registers.png
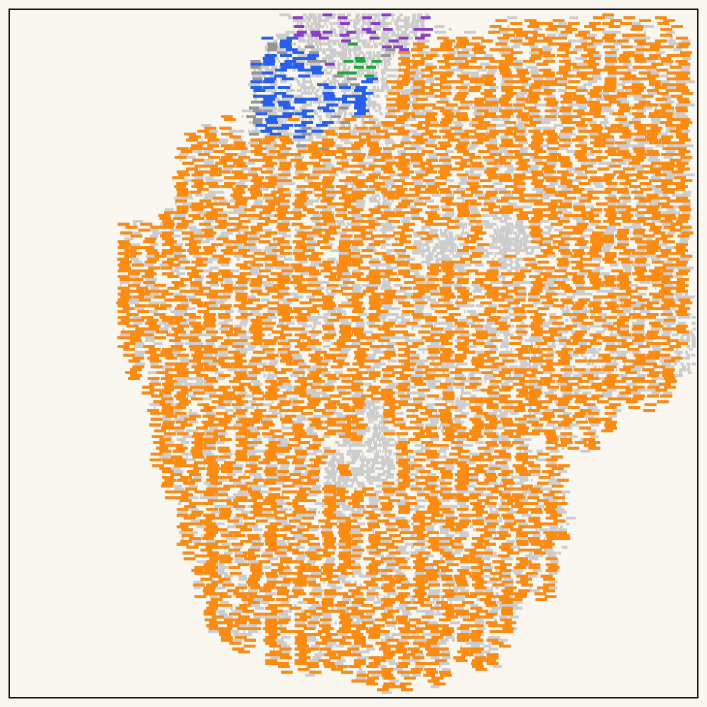
pins.png
Pins as bars across the die edge, other pins in gray.
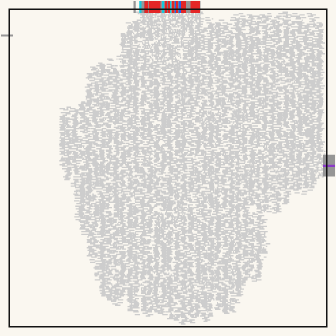
metal_stack.png
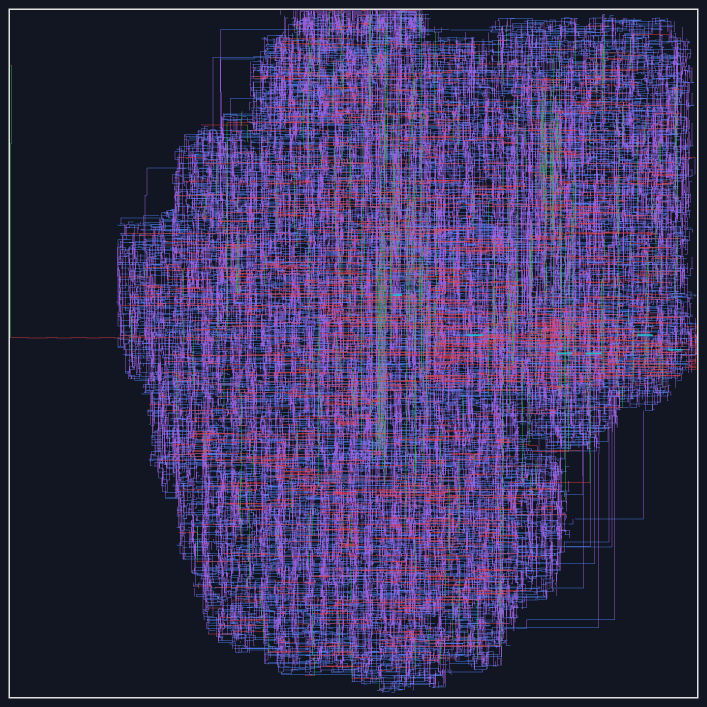
final_clocks.png
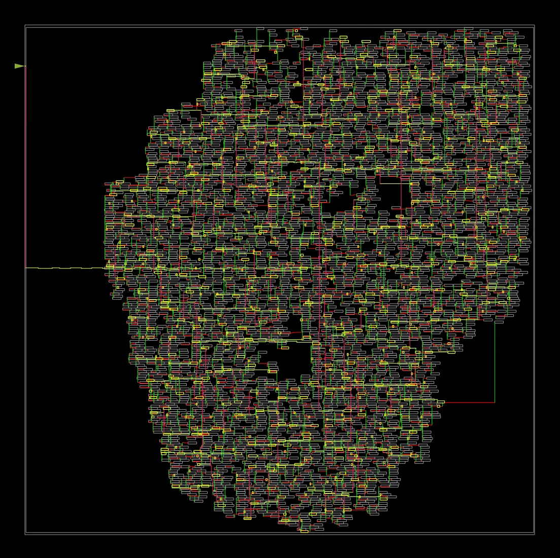
`config.mk`:
```
export PLATFORM = sky130hd
export DESIGN_NAME = cache_ctrl
export DESIGN_NICKNAME = d
export VERILOG_FILES = /design/src/rtl/cache_ctrl_pkg.sv /design/src/rtl/cache_ctrl_data_array.sv /design/src/rtl/cache_ctrl.sv
export SDC_FILE = /design/constraint.sdc
export NUM_CORES = 2
export LEC_CHECK = 0
export CAP_MARGIN = 40
export CORE_UTILIZATION = 40
export DETAILED_ROUTE_END_ITERATION = 10
export GPL_ROUTABILITY_DRIVEN = 0
export HOLD_SLACK_MARGIN = 0.15
export PLACE_DENSITY = 0.66
export SYNTH_ARGS = -nofsm -noshare
export SYNTH_HDL_FRONTEND = slang
export SYNTH_MEMORY_MAX_BITS = 65536
export SYNTH_SLANG_ARGS = --single-unit
```
`constraint.sdc`:
```
create_clock -name clk -period 6 [get_ports clk]
set_clock_uncertainty 0.15 [all_clocks]
set_input_delay 0.9 -clock clk [delete_from_list [all_inputs] [get_ports clk]]
set_output_delay 0.9 -clock clk [all_outputs]
set_load 0.01 [all_outputs]
```
`src/rtl/cache_ctrl_pkg.sv`:
```
// Shared widths, address field helpers and FSM encoding for the direct-mapped data cache.
package cache_ctrl_pkg;
  localparam int ADDR_W         = 10;
  localparam int DATA_W         = 32;
  localparam int IDX_W          = 5;
  localparam int TAG_W          = 3;
  localparam int OFF_W          = 2;
  localparam int WORDS_PER_LINE = 1 << OFF_W;
  localparam int LINES          = 1 << IDX_W;

  typedef enum logic [1:0] {
    IDLE   = 2'd0,
    REFILL = 2'd1,
    WRITE  = 2'd2
  } state_e;

  function automatic logic [TAG_W-1:0] addr_tag(input logic [ADDR_W-1:0] a);
    return a[ADDR_W-1 -: TAG_W];
  endfunction

  function automatic logic [IDX_W-1:0] addr_idx(input logic [ADDR_W-1:0] a);
    return a[OFF_W +: IDX_W];
  endfunction

  function automatic logic [OFF_W-1:0] addr_off(input logic [ADDR_W-1:0] a);
    return a[OFF_W-1:0];
  endfunction
endpackage

```
`src/rtl/cache_ctrl_data_array.sv`:
```
// Valid/tag/data storage: async read port, sync word write, line-valid set.
// Only the valid bits are reset, so a partially refilled line is never seen as a hit.
module cache_ctrl_data_array
  import cache_ctrl_pkg::*;
(
  input  logic              clk,
  input  logic              rst,
  input  logic [IDX_W-1:0]  rd_idx,
  input  logic [OFF_W-1:0]  rd_off,
  output logic              rd_valid,
  output logic [TAG_W-1:0]  rd_tag,
  output logic [DATA_W-1:0] rd_data,
  input  logic              wr_en,
  input  logic [IDX_W-1:0]  wr_idx,
  input  logic [OFF_W-1:0]  wr_off,
  input  logic [DATA_W-1:0] wr_data,
  input  logic              set_en,
  input  logic [IDX_W-1:0]  set_idx,
  input  logic [TAG_W-1:0]  set_tag
);
  logic [LINES-1:0]  valid_q, valid_d;
  logic [TAG_W-1:0]  tag_q  [LINES];
  logic [DATA_W-1:0] data_q [LINES][WORDS_PER_LINE];

  always_comb begin
    valid_d = valid_q;
    if (set_en) valid_d[set_idx] = 1'b1;
  end

  always_ff @(posedge clk or posedge rst) begin
    if (rst) valid_q <= '0;
    else     valid_q <= valid_d;
  end

  always_ff @(posedge clk) begin
    if (set_en) tag_q[set_idx] <= set_tag;
    if (wr_en)  data_q[wr_idx][wr_off] <= wr_data;
  end

  assign rd_valid = valid_q[rd_idx];
  assign rd_tag   = tag_q[rd_idx];
  assign rd_data  = data_q[rd_idx][rd_off];
endmodule

```
`src/rtl/cache_ctrl.sv`:
```
// Direct-mapped, write-through, no-write-allocate data cache controller.
// Read hits are served combinationally; misses refill a 4-word line from data_mem.
module cache_ctrl
  import cache_ctrl_pkg::*;
(
  input  logic              clk,
  input  logic              reset,
  input  logic              cpu_re,
  input  logic              cpu_we,
  input  logic [ADDR_W-1:0] cpu_addr,
  input  logic [DATA_W-1:0] cpu_wd,
  output logic [DATA_W-1:0] cpu_rd,
  output logic              stall,
  output logic              dm_re,
  output logic              dm_we,
  output logic [ADDR_W-1:0] dm_addrs,
  output logic [DATA_W-1:0] dm_wd,
  input  logic [DATA_W-1:0] dm_rd_2cache,
  input  logic [OFF_W-1:0]  word_offset,
  input  logic              ready
);
  state_e            state_q, state_d;
  logic [ADDR_W-1:0] req_addr_q, req_addr_d;
  logic [DATA_W-1:0] req_wd_q, req_wd_d;

  logic              rd_valid;
  logic [TAG_W-1:0]  rd_tag;
  logic [DATA_W-1:0] rd_data;
  logic              hit;
  logic              stall_c;
  logic              arr_we, line_set;
  logic [IDX_W-1:0]  arr_idx;
  logic [OFF_W-1:0]  arr_off;
  logic [DATA_W-1:0] arr_wdata;

  cache_ctrl_data_array u_array (
    .clk      (clk),
    .rst      (reset),
    .rd_idx   (addr_idx(cpu_addr)),
    .rd_off   (addr_off(cpu_addr)),
    .rd_valid (rd_valid),
    .rd_tag   (rd_tag),
    .rd_data  (rd_data),
    .wr_en    (arr_we),
    .wr_idx   (arr_idx),
    .wr_off   (arr_off),
    .wr_data  (arr_wdata),
    .set_en   (line_set),
    .set_idx  (addr_idx(req_addr_q)),
    .set_tag  (addr_tag(req_addr_q))
  );

  assign hit = rd_valid && (rd_tag == addr_tag(cpu_addr));

  always_comb begin
    state_d    = state_q;
    req_addr_d = req_addr_q;
    req_wd_d   = req_wd_q;
    stall_c    = 1'b0;
    arr_we     = 1'b0;
    arr_idx    = addr_idx(cpu_addr);
    arr_off    = addr_off(cpu_addr);
    arr_wdata  = cpu_wd;
    line_set   = 1'b0;
    case (state_q)
      IDLE: begin
        // A store wins over a simultaneous load; the load is simply dropped.
        if (cpu_we) begin
          req_addr_d = cpu_addr;
          req_wd_d   = cpu_wd;
          arr_we     = hit;
          stall_c    = 1'b1;
          state_d    = WRITE;
        end else if (cpu_re && !hit) begin
          req_addr_d = cpu_addr;
          stall_c    = 1'b1;
          state_d    = REFILL;
        end
      end
      REFILL: begin
        stall_c   = 1'b1;
        arr_we    = 1'b1;
        arr_idx   = addr_idx(req_addr_q);
        arr_off   = word_offset;
        arr_wdata = dm_rd_2cache;
        if (ready) begin
          line_set = 1'b1;
          state_d  = IDLE;
        end
      end
      WRITE: begin
        stall_c = !ready;
        if (ready) state_d = IDLE;
      end
      default: state_d = IDLE;
    endcase
  end

  always_ff @(posedge clk or posedge reset) begin
    if (reset) begin
      state_q    <= IDLE;
      req_addr_q <= '0;
      req_wd_q   <= '0;
    end else begin
      state_q    <= state_d;
      req_addr_q <= req_addr_d;
      req_wd_q   <= req_wd_d;
    end
  end

  assign dm_re    = (state_q == REFILL);
  assign dm_we    = (state_q == WRITE);
  assign dm_addrs = dm_re ? {req_addr_q[ADDR_W-1:OFF_W], {OFF_W{1'b0}}} : req_addr_q;
  assign dm_wd    = req_wd_q;
  assign stall    = stall_c && !reset;
  assign cpu_rd   = reset ? '0 : rd_data;
endmodule

```
==> GITHUB_STEP_SUMMARY <==
### Metrics collected by this job

| Metric | Value |
|---|---|
| Outcome | finished with violations |
| Failing checks | antenna violations |
| Critical Path AT | 4930 ps |
| DR vias/cell | 5.980 |
| Synth unique cells | 49 |
| YS chip area | 164000 sq um |
| Yosys warns | 0 |
| Post-CTS setup buffers | 0 |
| Global-route wire length before repair | 618700 um |
| Synthesized registers | 4268 |
| Synth logic family | multiplexers |
| Startpoint type of the worst setup path | primary input |
| 1st-pass router iterations | 6 |
| TritonCTS clock tree | yes |
| Post-DP HPWL | 256700 um |
| Die area | 412600 sq um |
| Pleak | 0.05927 uW |
| Basic Gates by Area | 0.01466 |
| DR vias | 79320 |
| Tcrit/Tclk final | 0.9972 |
| DRC Markers | 0 |
| Pwr Total | 68090 uW |
| Share of layout cells above drive strength 1 | 0.3402 |
| Netlist Area Pre-Place | 164000 sq um |
| Slew HR | 0.2945 |
| Antenna Nets Post-Route | 1 |
| Post-CTS Hold Buffers | 0 |
| Async S/R FF share, synth | 0.01781 |
| FF-to-FF path depth | 10 |
| Worst EP required | 4950 ps |
| Crit Path Class | in2out |
| NumNets Final | 7552 |
| Routed wire per std cell | 33.51 um |
| Comb. cell area | 35780 sq um |
| Most numerous logic cells after layout | 4192 x edfxtp_1, 1330 x mux4_2, 413 x clkbuf_16, 285 x buf_4, 197 x buf_12 |
| Worst-path fanout max | 31 |
| P&R area growth vs syn | 16.78% |
| Pwr/cell area | 355.4 nW/um^2 |
| Antenna violations before repair | 31 |
| CTS clk-pin slew, worst paths | 60 ps |
| Pre-CTS setup slack | -263.9 ps |
| Crit path to | cpu_rd[30] |
| Crit Reg-Reg Startpoint | u_array.tag_q[15][2] |
| Fmax | 0.1671 GHz |
| R2r endpoint | u_array.data_q[10][48] |
| Clock Tree Buf Depth | 4 |
| Commonest flop | edfxtp_1 |
| Core area | 407300 sq um |
| Max VDD drop | 0.3005 mV |
| Worst Tran Pin Value | 1032 ps |
| Mux cell area share | 0.1888 |
| Final setup vio count | 0 |
| Aoi share | 0.006232 |
| Fraction of the mapped netlist area in adder cells | 0.0003051 |
| DRT iter0 DRCs | 10830 |
| Final min period | 5983 ps |
| # fillers | 32152 |
| Commonest Layout Cell | edfxtp_1 |
| H-tree depth | 5 |
| CTS Root Buffer Type | clkbuf_16 |
| Worst R2R Setup Slack | 1570 ps |
| Top-level I/O count | 158 |
| Std-Cell Rows | 234 |
| CP Capture Type | primary output |
| Die Span X | 642.4 um |
| Avg Cell Area, Syn | 24.23 sq um |
| Tool warnings | 43 |
| Fp util | 0.4028 |
| Fin worst setup slack | 16.55 ps |
| Cells in synth_stat.txt | 6769 |
| Number of enable flip-flop cells | 4192 |
Notes on registers.png above:
[u_array.data_q] orange | flops: 4096
[req_addr_q] green | flops: 10 | where: top middle
[dm_wd] purple | flops: 32 | where: top middle
[u_array.tag_q] blue | flops: 96 | where: top middle
not colored: 34
Seq/total area: 0.6671
Storage cell area: 127800 sq um

Notes on pins.png above:
[dm_addrs] cyan | pins: 10 | direction: output | edge: top
[cpu_wd] red | pins: 32 | direction: input | edge: top
[reset] purple | pins: 1 | direction: input | edge: right
[word_offset] blue | pins: 2 | direction: input | edge: top
all pins by edge: 127 top, 30 right, 1 left
Die Y: 642.4 um
I/O Buffers: 157

Notes on metal_stack.png above:
[met1] blue | wire length: 168 mm
[met5] cyan | wire length: 72.7 um
[met3] red | wire length: 44.2 mm
[met4] green | wire length: 14900 um
[met2] purple | wire length: 218 mm
final WL: 444500 um
overall routing resource usage: 0.2115

Notes on final_clocks.png above:
Clk. pwr: 25200 uW
clk sink count: 4268
CTS Buf Count: 407
Latency at later pin: 950 ps
registers: 4268

## sequential cells by signal (all words and copies together), names as in the netlist
register         flops
dm_wd               32
req_addr_q          10
state_q              2
u_array.data_q    4096
u_array.tag_q       96
u_array.valid_q     32
## area by class of cell
| cell class | instances | share of cell area |
|---|---|---|
| inverter | 7 | 0.0001698 |
| antenna | 24 | 0.0003135 |
| tap | 5428 | 0.03546 |
| sequential | 4268 | 0.6671 |
| clock buffer | 489 | 0.05544 |
| clock inverter | 266 | 0.01233 |
| timing repair buffer | 672 | 0.04244 |
| multi-input combinational | 2111 | 0.1868 |
## layer usage
metal | share of wire | track usage | wire, um
met2 | 0.49 | 0.3455 | 217600
met1 | 0.38 | 0.2874 | 167800
met3 | 0.099 | 0.04240 | 44150
met4 | 0.033 | 0.06573 | 14870
met5 | 0.00016 | 0 | 72
## timing repair
action / CTS / global route
gates resized: 13 / 10
pin swaps: 0 / 1
endpoints found under the hold margin: 0 / 0
cloned: 0 / 1
setup endpoints to repair: 12 / 9
## cells in the mapped netlist, drive strengths merged, types with 34 or more instances
cell	number	share of area
edfxtp	4192	0.77
mux4	1330	0.18
buf	243	0.0075
nor2	220	0.0050
nand2	184	0.0042
clkbuf	140	0.0032
dfrtp	76	0.012
mux2i	63	0.0038
and2	35	0.0013
a2111oi	34	0.0018
mux2	34	0.0023
## worst min path at each step
stage / start / to / slack, ps / depth (start not counted)
global placement: u_array.valid_q[27] / u_array.valid_q[27] / 290 / 1
global route: u_array.valid_q[5] / u_array.valid_q[5] / 330 / 1
finish: u_array.valid_q[25] / u_array.valid_q[25] / 320 / 1
CTS: cpu_wd[24] / dm_wd[24] / 290 / 3
floorplan: u_array.valid_q[10] / u_array.valid_q[10] / 280 / 1
detailed placement: u_array.valid_q[5] / u_array.valid_q[5] / 300 / 1
## worst max-delay path, cell delays in order
cell and delay (ps):
buf_8 390, buf_4 420, buf_4 300, mux4_2 320, mux4_2 540, mux4_2 530
nor2_1 380, a2111oi_1 190, buf_2 240, buf_4 130, clkdlybuf4s50_1 500
## cell families (layout without fill, tap and decap cells)
kind of cell	Yosys count	in the layout
muxes	1427	1427
buffers and inverters	390	1434
and+or+nand+nor	549	549
AOI/OAI and AO/OA	129	129
xor gates and xnor gates	2	2
DFF	4268	4268
adders and majority gates	4	4
other	0	24
## report_power, final
| group | total, uW | internal, uW | switching [uW] |
|---|---|---|---|
| clock | 25200 | 14100 | 11100 |
| sequential | 35400 | 35200 | 216 |
| combinational | 7500 | 2230 | 5270 |
| total | 68100 | 51500 | 16600 |
## stage by stage
step                      TNS, ps  hold slack, ps  cells  area, sq um    util
after detailed placement    -1547           303.0  12483       178300  0.4378
final                           0           315.2  13265       191600  0.4703
after floorplan                 0           283.7   6769       164000       -
after CTS                       0           286.9  13238       191400  0.4699
after global routing            0           325.1  13244       191500  0.4702
after global placement     -13380           294.9  12444       177800  0.4366
No activity file was given, so power comes from the tool's default toggle rates.
